<file path="src/rtl/logic_gate_unit.sv">
// logic_gate_unit: registered bitwise logic unit (NOT/BUF/AND/OR/XOR/NAND/NOR/XNOR)
// behind a valid/ready handshake. One output register plus a one-entry skid
// register give full throughput with a registered in_ready.
//
// Handshake: a transfer happens on a rising edge where valid and ready are
// both 1. A producer holding valid=1 keeps its payload stable until that edge.
// in_ready depends only on registered state, never on out_ready.
//
// Optional feature: define LOGIC_UNIT_STATS_EN to build the saturating
// op_count drain counter. Without it, op_count is tied to 0 and stat_clr is
// ignored.
module logic_gate_unit #(
  parameter int WIDTH = 8,
  parameter int CNT_W = 16
) (
  input  logic             clk,
  input  logic             rst,
  input  logic             in_valid,
  output logic             in_ready,
  input  logic [2:0]       op,
  input  logic [WIDTH-1:0] a,
  input  logic [WIDTH-1:0] b,
  output logic             out_valid,
  input  logic             out_ready,
  output logic [WIDTH-1:0] y,
  input  logic             stat_clr,
  output logic [CNT_W-1:0] op_count
);

  // Occupancy states: EMPTY (nothing held), ONE (OUT full), TWO (OUT+SKID full)
  localparam logic [1:0] ST_EMPTY = 2'd0;
  localparam logic [1:0] ST_ONE   = 2'd1;
  localparam logic [1:0] ST_TWO   = 2'd2;

  logic [1:0]       state;
  logic [1:0]       state_nxt;
  logic [WIDTH-1:0] out_q;
  logic [WIDTH-1:0] skid_q;
  logic [WIDTH-1:0] result;
  logic             in_ready_q;
  logic             accept;
  logic             drain;

  assign in_ready  = in_ready_q;
  assign out_valid = (state != ST_EMPTY);
  assign y         = out_q;
  assign accept    = in_valid & in_ready_q;
  assign drain     = out_valid & out_ready;

  // Operation decode; the result is only captured on accept, so X on idle
  // inputs never reaches a register.
  always_comb begin
    result = '0;
    case (op)
      3'b000:  result = ~a;
      3'b001:  result = a;
      3'b010:  result = a & b;
      3'b011:  result = a | b;
      3'b100:  result = a ^ b;
      3'b101:  result = ~(a & b);
      3'b110:  result = ~(a | b);
      3'b111:  result = ~(a ^ b);
      default: result = '0;
    endcase
  end

  // Next occupancy state from accept/drain
  always_comb begin
    state_nxt = state;
    case (state)
      ST_EMPTY: if (accept) state_nxt = ST_ONE;
      ST_ONE: begin
        if (accept && !drain)      state_nxt = ST_TWO;
        else if (!accept && drain) state_nxt = ST_EMPTY;
      end
      ST_TWO:   if (drain) state_nxt = ST_ONE;
      default:  state_nxt = ST_EMPTY;
    endcase
  end

  // State register; in_ready is registered from the next state so it never
  // combinationally depends on out_ready.
  always_ff @(posedge clk) begin
    if (rst) begin
      state      <= ST_EMPTY;
      in_ready_q <= 1'b1;
    end else begin
      state      <= state_nxt;
      in_ready_q <= (state_nxt != ST_TWO);
    end
  end

  // Data path: OUT always holds the oldest result, SKID the younger one
  always_ff @(posedge clk) begin
    if (rst) begin
      out_q  <= '0;
      skid_q <= '0;
    end else begin
      case (state)
        ST_EMPTY: if (accept) out_q <= result;
        ST_ONE: begin
          if (accept && drain) out_q  <= result;
          else if (accept)     skid_q <= result;
        end
        ST_TWO:   if (drain) out_q <= skid_q;
        default: ;
      endcase
    end
  end

`ifdef LOGIC_UNIT_STATS_EN
  logic [CNT_W-1:0] op_cnt_q;

  // Saturating drain counter; clear has priority over a simultaneous drain
  always_ff @(posedge clk) begin
    if (rst || stat_clr) begin
      op_cnt_q <= '0;
    end else if (drain && (op_cnt_q != {CNT_W{1'b1}})) begin
      op_cnt_q <= op_cnt_q + 1'b1;
    end
  end

  assign op_count = op_cnt_q;
`else
  logic unused_stat_clr;

  assign unused_stat_clr = stat_clr;
  assign op_count        = '0;
`endif

endmodule
</file>
<file path="config.mk">
export PLATFORM = sky130hd
export DESIGN_NAME = logic_gate_unit
export DESIGN_NICKNAME = d
export VERILOG_FILES = /design/src/rtl/logic_gate_unit.sv
export SDC_FILE = /design/constraint.sdc
export NUM_CORES = 1
export LEC_CHECK = 0
export ABC_AREA = 1
export CORE_ASPECT_RATIO = 2
export CORE_MARGIN = 2
export CORE_UTILIZATION = 35
export CTS_CLUSTER_DIAMETER = 30
export DETAILED_ROUTE_END_ITERATION = 10
export PLACE_DENSITY_LB_ADDON = 0.1
export REMOVE_ABC_BUFFERS = 1
export SLEW_MARGIN = 20
export SYNTH_ARGS = -nofsm -noshare
export SYNTH_HDL_FRONTEND = slang
export SYNTH_SLANG_ARGS = --single-unit
</file>
<file path="constraint.sdc">
create_clock -name clk -period 2.2 [get_ports clk]
set_clock_uncertainty 0.2 [all_clocks]
set_input_delay 0.33 -clock clk [delete_from_list [all_inputs] [get_ports clk]]
set_output_delay 0.33 -clock clk [all_outputs]
set_load 0.005 [all_outputs]
</file>
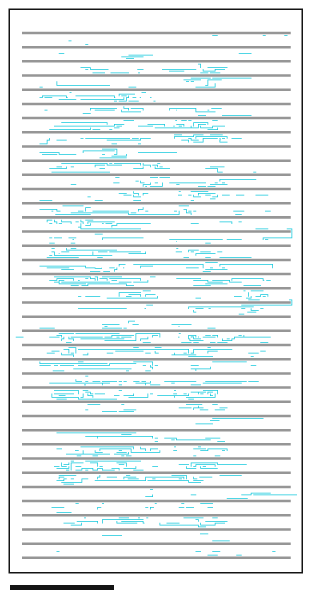
(images/layer_met1.png)
Bar = 20 um. Supply wires on this layer in grey.
share of all routed wire: 36%
nets with wire on the layer: 313
wire length on this layer: 1,630 um
longest straight run: 21.2 um
detailed-route wire length: 4500 um
routed vias: 1,875
met1 Usage GRT: 0.158

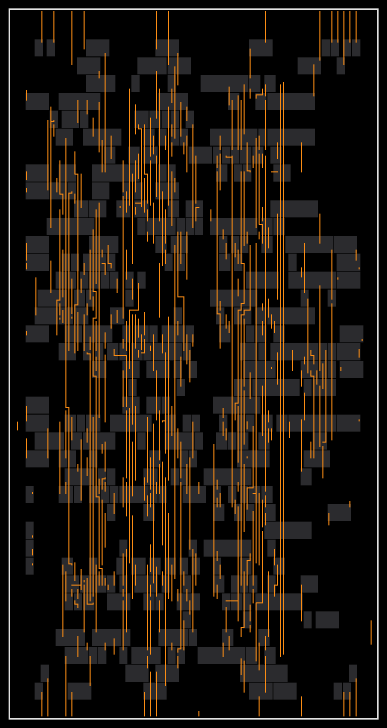
(images/layer_met2.png)
Cells faint in the background.
nets with wire on the layer: 283
share of all routed wire: 59%
wire length on this layer: 2,670 um
main direction: vertical
longest straight run: 87.0 um
global-route met2 utilization: 0.335

==> reports/metrics.sh <==
FF2FF_SETUP_SLACK_NS=0.60
TIMING.CRITICAL_PATH.TO='out_valid'
IR_DROP_mV=0.378
FIN_TNS_SETUP_NS=0
OUTCOME='completed'
DP_HPWL_UM=3700
FIRST_PASS_ITERS=4
SETUP_REPAIR_AFTER_GLOBAL_ROUTING_MISSED_ITS_MARGIN='false'
VIAS_IN_THE_FIRST_GLOBAL_ROUTE=1737
FINALNETCOUNT=371
GLOBAL_ROUTE.OVERFLOW_TOTAL=0
WL_MET3_UM=134
HOLD_DEPTH=2
CRIT_FANOUT=5
HOLD_PATH_END='y[1]'
TOTAL_SWITCHING_POWER_uW=317
CLK_CELL_AREA_SHARE=0.0199
SYNTH-XOR-AREA-SHARE=0
INVERTERS=51
DETAILEDPLACE.WORSTSLACK_NS=0.0345
BASIC_GATES_BY_AREA=0.361
TIMING.CRITICAL_PATH.SLOWEST_STAGE_CELL='clkdlybuf4s50_1'
POSTSYNTHAREAPERCELL_UM2=6.57
TIMING.FINAL.CRIT_SHARE=0.871
DIE_AREA_MM2=0.00602
CLOCKROOTBUFFER='clkbuf_8'
SYNTH_AREA_MM2=0.00188
TOP_USAGE_LAYER='met2'
TOP_LEVEL_PORTS=50
SEQ-POWER_uW=381
SYNTH-EDFF-COUNT=0
NUMBER_OF_PLACEMENT_ROWS=37
END_KIND='primary output'
POWER.DENSITY_mW_PER_MM2=416
PERIOD_MINUS_SLACK_NS=1.92
ANTENNA_NETS_POST_ROUTE=0
PLACED_CELL_AREA_MM2=0.00227
FINAL_CELLS=388
P_SW_FRAC=0.328
PWR.GROUP.COMBINATIONAL_uW=338
TOP_LAYER_USED='met4'
SYNTH-ADDER-AREA-SHARE=0.106
TOP_LOGIC_KIND='simple AND/OR/NAND/NOR gates'
CTS_SETUP_BUFFERS=0
CTS_HTREE_LEVELS=1
FINAL-HOLD-VIOLATION-COUNT=0
COREAREA_MM2=0.00518
YOSYS.STAT.SEQSHARE=0.202
VIA_PER_INST=4.83
R2R.WORST_PATH.CELLS=5
PLACE_INST=384
CTS.HOLD.BUFFERS_ADDED=0
CLOCK_POWER_uW=247
NUM_TAP_CELLS=58
FILLERINSTANCES=584
TIMING.HOLD.WORST.CLASS='flip-flop to flip-flop'
FLOP-COUNT=19
TRITONCTS_CLOCK_TREE='yes'
GP_CONGESTION=0.785
MAX_FREQ_MHz=522
LARGESTCLASSBYAREA='multi-input combinational cells'
YOSYSTOPAREACELL='dfxtp_1'
YS_ASYNC_SR_FRACTION=0
GRT_ANTENNA_BEFORE_REPAIR=0
POSTSYNTHREGISTERBITS=19
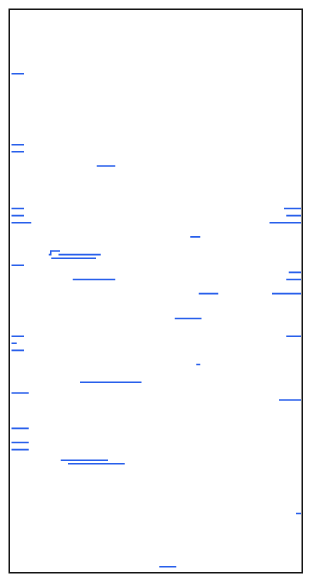
(images/layer_met3.png)
longest straight run: 11.5 um
wire length on this layer: 135 um
nets with wire on the layer: 31
main direction: horizontal
met3 Resource Use GR: 0.00361

-- cell usage in the layout (no fill, tap or decap) --
cell,count
inv_1,47
buf_12,2
conb_1,16
nor2_4,1
o22ai_4,1
nand3_4,2
clkinv_1,1
o21ai_0,14
clkbuf_8,3
clkinv_2,1
nand3_1,15
dfxtp_1,19
nand3_2,10
inv_2,3
a21oi_1,17
ha_1,16
clkdlybuf4s50_1,32
nand2_1,43
buf_4,13
nor3_4,1
o21ai_1,10
nand4_1,17
o31ai_1,1
nor2_2,2
nor2_1,43
-- worst max-delay path, delay by kind of cell (launching register included) --
| family | cells | cell delay [ns] |
|---|---|---|
| DFF | 1 | 0.45 |
| and+or+nand+nor | 1 | 0.13 |
| buffers and inverters | 2 | 0.54 |
